**config.mk**
```make
export PLATFORM = sky130hd
export DESIGN_NAME = servo_pwm_driver
export DESIGN_NICKNAME = d
export VERILOG_FILES = /design/src/rtl/servo_pwm_driver.sv
export SDC_FILE = /design/constraint.sdc
export NUM_CORES = 1
export LEC_CHECK = 0
export CAP_MARGIN = 20
export CORE_MARGIN = 2
export CORE_UTILIZATION = 35
export CTS_CLUSTER_SIZE = 25
export DETAILED_ROUTE_END_ITERATION = 6
export HOLD_SLACK_MARGIN = 0.03
export PLACE_DENSITY_LB_ADDON = 0.2
export SLEW_MARGIN = 40
export SYNTH_ARGS = -nofsm -noshare
export SYNTH_HDL_FRONTEND = slang
export SYNTH_SLANG_ARGS = --single-unit
```
**constraint.sdc**
```tcl
create_clock -name Clock -period 1.9 [get_ports Clock]
set_input_delay 0.285 -clock Clock [delete_from_list [all_inputs] [get_ports Clock]]
set_output_delay 0.285 -clock Clock [all_outputs]
set_load 0.005 [all_outputs]
```
**src/rtl/servo_pwm_driver.sv**
```systemverilog
// servo_pwm_driver: turns the sequencer's servo-select/duty command into
// NUM_SERVOS continuous PWM frames and returns a one-cycle end-of-frame strobe
// that the sequencer uses as its time base.
//
// Ports:
//   Clock                 system clock
//   Reset                 synchronous, active-high reset (overrides Enable)
//   Enable                run PWM frames; low returns to idle
//   ServoNum              servo addressed by the current command
//   ActiveServoDuty       commanded high time (cycles) for ServoNum
//   ServoPWM              registered PWM pins, bit i drives servo i
//   ActivePeriodFinished  registered one-cycle strobe per completed frame
//   DutyClamped           registered sticky flag: a sampled command was clamped
module servo_pwm_driver #(
    parameter int unsigned PERIOD_CYCLES = 2_000_000,
    parameter int unsigned NUM_SERVOS    = 4,
    parameter int unsigned MIN_DUTY      = 50_000,
    parameter int unsigned MAX_DUTY      = 250_000,
    parameter int unsigned DEFAULT_DUTY  = 150_000
) (
    input  logic                  Clock,
    input  logic                  Reset,
    input  logic                  Enable,
    input  logic [1:0]            ServoNum,
    input  logic [20:0]           ActiveServoDuty,
    output logic [NUM_SERVOS-1:0] ServoPWM,
    output logic                  ActivePeriodFinished,
    output logic                  DutyClamped
);

    localparam int unsigned W = 21;

    typedef enum logic {
        IDLE = 1'b0,
        RUN  = 1'b1
    } state_t;

    state_t                  state_q, state_d;
    logic [W-1:0]            cnt_q, cnt_d;
    logic [W-1:0]            duty_q [NUM_SERVOS];
    logic [W-1:0]            duty_d [NUM_SERVOS];
    logic [NUM_SERVOS-1:0]   pwm_q, pwm_d;
    logic                    apf_q, apf_d;
    logic                    clamped_q, clamped_d;

    logic [W-1:0]            cmd_clamped;
    logic                    cmd_out_of_range;
    logic                    cmd_hit;
    logic                    frame_last;

    // Clamp the incoming command to the legal pulse-width window.
    always_comb begin
        cmd_clamped      = ActiveServoDuty;
        cmd_out_of_range = 1'b0;
        if (ActiveServoDuty < W'(MIN_DUTY)) begin
            cmd_clamped      = W'(MIN_DUTY);
            cmd_out_of_range = 1'b1;
        end else if (ActiveServoDuty > W'(MAX_DUTY)) begin
            cmd_clamped      = W'(MAX_DUTY);
            cmd_out_of_range = 1'b1;
        end
    end

    assign frame_last = (cnt_q == W'(PERIOD_CYCLES - 1));

    // Next-state, frame counter, command sampling and registered outputs.
    always_comb begin
        state_d   = state_q;
        cnt_d     = cnt_q;
        duty_d    = duty_q;
        pwm_d     = '0;
        apf_d     = 1'b0;
        clamped_d = clamped_q;
        cmd_hit   = 1'b0;

        case (state_q)
            IDLE: begin
                cnt_d = '0;
                if (Enable) begin
                    state_d = RUN;
                end
            end
            RUN: begin
                if (!Enable) begin
                    // Aborted frame: no strobe, pins low, duties kept.
                    state_d = IDLE;
                    cnt_d   = '0;
                end else begin
                    cnt_d = frame_last ? '0 : cnt_q + W'(1);
                    apf_d = frame_last;

                    // Commands are only taken at the frame boundary so a
                    // pulse in flight is never cut short or stretched.
                    if (cnt_q == '0) begin
                        for (int i = 0; i < int'(NUM_SERVOS); i++) begin
                            if (ServoNum == 2'(i)) begin
                                duty_d[i] = cmd_clamped;
                                cmd_hit   = 1'b1;
                            end
                        end
                        if (cmd_hit && cmd_out_of_range) begin
                            clamped_d = 1'b1;
                        end
                    end

                    // Compares against the stored duty, so a fresh command
                    // takes effect one cycle into its first frame.
                    for (int i = 0; i < int'(NUM_SERVOS); i++) begin
                        pwm_d[i] = (cnt_q < duty_q[i]);
                    end
                end
            end
            default: begin
                state_d = IDLE;
                cnt_d   = '0;
            end
        endcase
    end

    // State and output registers.
    always_ff @(posedge Clock) begin
        if (Reset) begin
            state_q <= IDLE;
            cnt_q   <= '0;
            for (int i = 0; i < int'(NUM_SERVOS); i++) begin
                duty_q[i] <= W'(DEFAULT_DUTY);
            end
            pwm_q     <= '0;
            apf_q     <= 1'b0;
            clamped_q <= 1'b0;
        end else begin
            state_q   <= state_d;
            cnt_q     <= cnt_d;
            duty_q    <= duty_d;
            pwm_q     <= pwm_d;
            apf_q     <= apf_d;
            clamped_q <= clamped_d;
        end
    end

    assign ServoPWM             = pwm_q;
    assign ActivePeriodFinished = apf_q;
    assign DutyClamped          = clamped_q;

endmodule

```
==> impl_metrics.csv, run 1 <==
group,metric,value,unit
detailed_routing,wl,19.1,mm
power_and_ir_drop,p_total,4980,uW
grt,grt_overflow,0,
logic_synthesis,synthCells,753,
power_and_ir_drop,p_leak,0.00377,uW
floorplan,die_area,0.0187,sq mm
floorplan,die_x,137,um
timing,tightest_slew,608,ps
logic_synthesis,synth_flops,112,
grt,track_usage,20.7,%
worst_setup_path,cp_num_cells,8,
flow_run,cap_violations,0,
power_and_ir_drop,p_clk_share,42.9,%
floorplan,fp_util,35.7,%
logic_synthesis,flop_cell,"dfxtp_1",
detailed_routing,drt_first_iter_violations,332,
hold_path,hold_depth,3,
grt,grtUsageMet2,34.1,%
timing,post-route-period-util,108,%
worst_setup_path,crit_family,"simple AND/OR/NAND/NOR gates",
placed_design,post-place-ws,-483,ps
power_and_ir_drop,maxPowerGroup,"registers",
logic_synthesis,ys_sh_xor,2.69,%
grt,grt.busiest_layer,"met2",
cells_and_area,layout_top_cell,"dfxtp_1",
worst_setup_path,critPathKind,"reg2reg",
logic_synthesis,compound_area_share,18.6,%
detailed_routing,ant_nets,0,
timing,fin_ws,-147,ps
timing,hold_violations,0,
floorplan,die_h,137,um
grt,antenna_found_initial,0,
cells_and_area,final_cell_mix,"109 x dfxtp_1, 87 x inv_1, 81 x ha_1",
detailed_routing,drtPass1Iterations,5,
worst_setup_path,rrSetupSlack,-150,ps
timing,drv_slew,0,
timing,setup_tns,-4420,ps
power_and_ir_drop,combPwrFrac,9.3,%
timing,max_freq,489,MHz
placed_design,hpwl,13.3,mm
cts,clock_latency,370,ps
logic_synthesis,edf_count,0,
power_and_ir_drop,comb_power,463,uW
outcome,status,"finished with violations",
grt,grt_max_degree,72,
worst_setup_path,cp-start-kind,"flip-flop",
logic_synthesis,ys_types,45,
grt,gr-usage-met1,27.9,%
logic_synthesis,synth-async-reset-ratio,0,%
worst_setup_path,cp_max_fo,5,
worst_setup_path,worstPathCellList,"inv_2, ha_4, nor4b_4, nand4_1, buf_6, buf_6, or4b_4, o31a_1",
detailed_routing,drcViolationCount,0,
cts,clock_path_buffers,2,
timing,timing.hold.ws,349,ps
power_and_ir_drop,p_switching,1190,uW
logic_synthesis,synthMuxAreaShare,0,%
floorplan,rows,48,
cts,cts-root-buf,"clkbuf_16",
flow_run,tool_warnings,30,
cells_and_area,final_cell_count_no_fill,1111,
timing,setup_viol,66,
logic_synthesis,simple_gate_share,18.0,%
hold_path,hp-start,"Reset",
worst_setup_path,r2r_end,"duty_q[36]",
detailed_routing,wl_met2,9.03,mm
placed_design,place.gp.congestion,0.841,
outcome,violations,"setup timing",
==> run 1: sequential cells by signal, summed over array words and instances (netlist names) <==
| register | flops |
|---|---|
| duty_q | 84 |
| cnt_q | 21 |
| state_q | 1 |
| DutyClamped | 1 |
| ActivePeriodFinished | 1 |
| ServoPWM | 4 |
==> run 1: synth_stat cells, drive strengths merged (10+ instances only) <==
library cell	number
inv	90
dfxtp	112
buf	15
nand4	13
clkbuf	18
nor3	26
nand2	83
o211ai	10
nor2b	10
nor2	44
a21oi	78
o21ai	38
xor2	13
nand3	27
a21o	13
o32ai	19
ha	82
==> run 1: area by class of cell <==
type,count,area (sq um)
inverters,90,338
clock buffers,11,243
flip-flops and latches,112,2250
well taps,225,282
multi-input cells,520,3970
fillers,1596,8570
repair buffers,148,1560
clock inverters,5,88.8
Fig. 1: run 1, placed standard cells
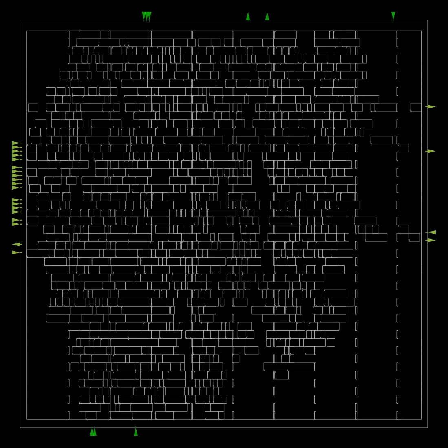
Tap Count: 225
total core area: 0.0173 sq mm
final core utilization: 50.4%

Fig. 2: run 1, sizing map
(3 px per um)
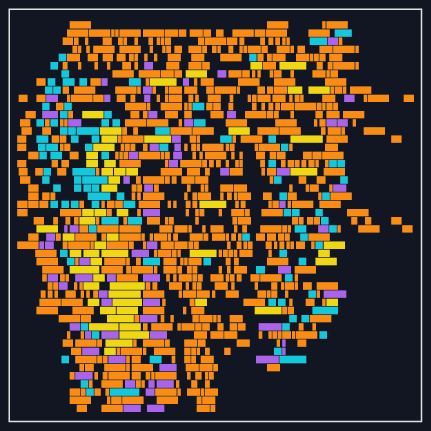
cyan -> x3 and x4  # cells 99, most used buf_4
yellow -> x6 and larger  # cells 57, most used buf_6
purple -> x2  # cells 68, most used a21oi_2
orange -> x1 and smaller  # cells 662, most used dfxtp_1

Fig. 3: run 1, cells coloured by class
(3 px per um)
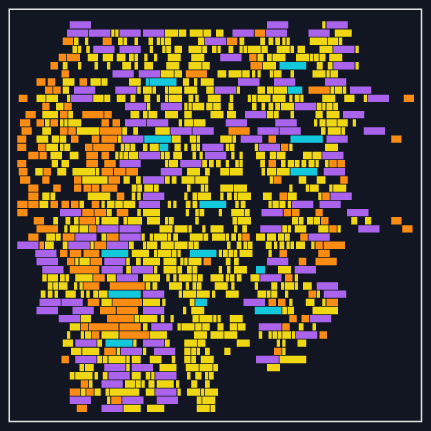
cyan -> clock drivers and dummy loads  # cells 16
yellow -> remaining logic cells  # cells 610
purple -> sequential cells  # cells 112
orange -> remaining buffers and delay cells  # cells 148

Fig. 4: run 1, sequential cells coloured by netlist name
(3 px per um) Other sequential cells in the stronger grey, the rest of the logic in the fainter grey.
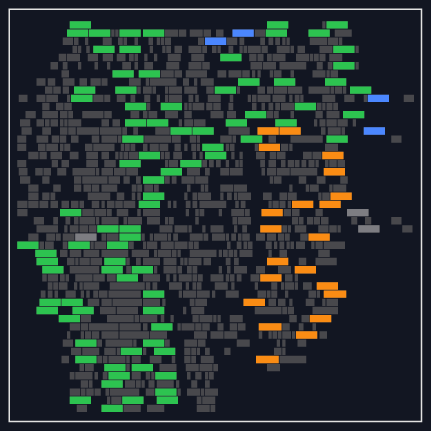
blue -> `ServoPWM`  # flops 4
orange -> `cnt_q`  # flops 21
green -> `duty_q`  # flops 84
not coloured = 3
Seq. pwr: 2380 uW
sequential share of cell area: 25.7%
Flop area: 0.00225 sq mm

## Run 2: what changed since run 1
--- a/config.mk
+++ b/config.mk
@@ -6,6 +6,7 @@
 export NUM_CORES = 1
 export LEC_CHECK = 0
 export CAP_MARGIN = 20
+export CORE_ASPECT_RATIO = 1.25
 export CORE_MARGIN = 2
 export CORE_UTILIZATION = 35
 export CTS_CLUSTER_SIZE = 25
Fig. 5: run 2, cells coloured by class
(3 px per um)
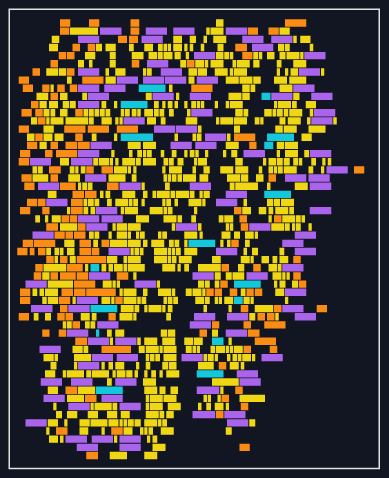
row count: 54
sequential share of cell area: 26.0%
Finished Cell Area: 0.00862 sq mm

==> run 2 against run 1 <==
Against the previous run:
- the run still ends with setup timing left
- clock skew grew 4.6 ps
- register-to-register slack worse by 30 ps
- cell count about the same
- fmax decreased by 1.4%
- wire length shrank 0.56%
- sequential share of layout area up 0.28 points
- total power down 2.8%
- critical path type unchanged
==> impl_metrics.csv, run 2 <==
group,metric,value,unit
outcome,status,"finished with violations",
outcome,violations,"setup timing",
cells_and_area,layout_top_cell,"dfxtp_1",
grt,grt_overflow,0,
power_and_ir_drop,p_total,4840,uW
logic_synthesis,synthMuxAreaShare,0,%
timing,tightest_slew,688,ps
floorplan,die_x,123,um
floorplan,core_area,0.0174,sq mm
hold_path,holdCritPathClass,"in2reg",
power_and_ir_drop,sw_frac_of_total,25.0,%
timing,setup_tns,-7290,ps
grt,grt_pass1_vias,5732,
cts,clock_path_buffers,2,
logic_synthesis,simple_gate_share,18.0,%
worst_setup_path,cp_num_cells,12,
placed_design,post-place-ws,-564,ps
detailed_routing,drtPass1Iterations,5,
grt,grtUsageMet2,36.8,%
logic_synthesis,edf_count,0,
power_and_ir_drop,pwr-share-seq,49.2,%
grt,gr-usage-met1,25.7,%
placed_design,dpl-instance-area,0.00739,sq mm
cells_and_area,largest_reg_flops,84,
floorplan,die_h,153,um
worst_setup_path,worstPathCellList,"inv_2, ha_4, nor4b_4, nand4_1, buf_6, buf_6, buf_4, nor3_4, buf_6, buf_12, nand2_1, o211ai_1",
detailed_routing,wl_per_cell,17.1,um
detailed_routing,drt_first_iter_violations,283,
worst_setup_path,r2r_end,"duty_q[17]",
grt,antenna_found_initial,0,
logic_synthesis,yosysTopAreaCell,"dfxtp_1",
logic_synthesis,ys_seq_share,36.3,%
cells_and_area,final_cell_mix,"110 x dfxtp_1, 87 x inv_1, 80 x ha_1",
worst_setup_path,crit_family,"buffers and inverters",
power_and_ir_drop,intPower,3630,uW
flow_run,cap_violations,0,
worst_setup_path,cp_max_fo,5,
worst_setup_path,crit_arrival,2360,ps
timing,rsz0062_at_grt,"true",
logic_synthesis,compound_area_share,18.6,%
cts,cts.sinks,112,
worst_setup_path,rrSetupSlack,-180,ps
logic_synthesis,ys_sh_xor,2.69,%
logic_synthesis,most_common_cell,"dfxtp_1",
worst_setup_path,critPathKind,"reg2reg",
cts,ctsResizeCount,101,
logic_synthesis,ys_sh_adder,16.6,%
power_and_ir_drop,ir_drop,0.000382,V
timing,post-route-period-util,109,%
cts,htree_levels,3,
power_and_ir_drop,powerClk,2010,uW
hold_path,hold_depth,2,
worst_setup_path,endpoint_kind,"flip-flop",
logic_synthesis,floorplan.nets,861,
worst_setup_path,cp-start-kind,"flip-flop",
detailed_routing,ant_nets,0,
logic_synthesis,flop_cell,"dfxtp_1",
floorplan,fp_util,35.6,%
floorplan,die_area,0.0187,sq mm
power_and_ir_drop,p_clk_share,41.5,%
cts,cts-root-buf,"clkbuf_16",
power_and_ir_drop,pg_seq,2380,uW
detailed_routing,wl,19.0,mm
placed_design,hpwl,13.4,mm
grt,use_met3,3.03,%
logic_synthesis,top_logic_kind,"AND-OR/OR-AND gates",
detailed_routing,met1Wirelength,7.94,mm
timing,fin_crit,2080,ps
cells_and_area,drive_above_1_share,25.3,%
placed_design,port_buffers,31,
timing,setup_viol,79,
logic_synthesis,yosys-stat-area,0.00618,sq mm
power_and_ir_drop,maxPowerGroup,"registers",
detailed_routing,vias,5828,
placed_design,place.gp.congestion,0.862,
cts,cts_tree,"done",
logic_synthesis,syn_area_per_cell,8.21,sq um
detailed_routing,via_per_inst,5.24,
cells_and_area,final_cell_count_no_fill,1112,
detailed_routing,drcViolationCount,0,
cells_and_area,regMostFlops,"duty_q",
grt,track_usage,21.0,%
logic_synthesis,synth_area,0.00618,sq mm
worst_setup_path,critPathBufInv,6,
hold_path,hp-start,"Reset",
cells_and_area,diodes,0,
timing,timing.hold.ws,263,ps
logic_synthesis,synthTopCellsByArea,"dfxtp_1 36%, ha_1 17%, a21oi_1 6.3%",
logic_synthesis,synth_flops,112,
timing,relSlewSlack,54.1,%
grt,grt.busiest_layer,"met2",
worst_setup_path,slowest_delay,320,ps
worst_setup_path,required,2180,ps
timing,fin_ws,-177,ps
detailed_routing,maxUsedRoutingLayer,"met4",
logic_synthesis,top_area_share,36.3,%
logic_synthesis,ys_top_cells_by_count,"112 x dfxtp_1, 89 x inv_1, 83 x nand2_1",
grt,grt_pass1_wl,30.6,mm
logic_synthesis,ys_types,45,
worst_setup_path,startpoint,"cnt_q[1]",
cells_and_area,finish.utilization,49.7,%
cts,hold_buffers,0,
detailed_routing,dr_wl_met3,565,um
timing,hold_violations,0,
cells_and_area,num-nets-final,991,
power_and_ir_drop,combPwrFrac,9.3,%
cts,numCtsBuffers,9,
grt,grt_max_degree,54,
logic_synthesis,synth-async-reset-ratio,0,%
timing,clock_skew,14.4,ps
cells_and_area,syn_to_final_growth,39.5,%
hold_path,min_to,"duty_q[10]",
timing,drv_slew,0,
cts,clock_latency,370,ps
power_and_ir_drop,comb_power,452,uW
worst_setup_path,cp_slowest_cell,"dfxtp_2",
flow_run,tool_warnings,30,
logic_synthesis,yosysWarnings,0,
power_and_ir_drop,p_switching,1210,uW
detailed_routing,wl_met2,10.1,mm
timing,max_freq,482,MHz
power_and_ir_drop,p_leak,0.00370,uW
logic_synthesis,synthCells,753,
worst_setup_path,r2r-start,"cnt_q[1]",
[run 2: cell count changes in the layout (fill, tap and decap cells not counted), sizes merged, moves of 2 or more]
cell           change
clkdlybuf4s15      +3
clkbuf             -2
buf                +6
dlygate4sd2        -2
[run 2: kinds of logic after synthesis]
| logic type | after synthesis |
|---|---|
| xor gates and xnor gates | 19 |
| buffers and inverters | 123 |
| and+or+nand+nor | 233 |
| adders and majority gates | 82 |
| AOI/OAI and AO/OA | 184 |
| DFF | 112 |
[run 2: final cells by class]
| type | instances | area (sq um) |
|---|---|---|
| Fill cell | 1620 | 8740 |
| Multi-Input combinational cell | 518 | 3920 |
| Sequential cell | 112 | 2240 |
| Timing Repair Buffer | 152 | 1540 |
| Inverter | 90 | 338 |
| Tap cell | 224 | 280 |
| Clock buffer | 10 | 229 |
| Clock inverter | 6 | 76.3 |
Power figures rest on the tool's default switching activity, not on a simulated workload.
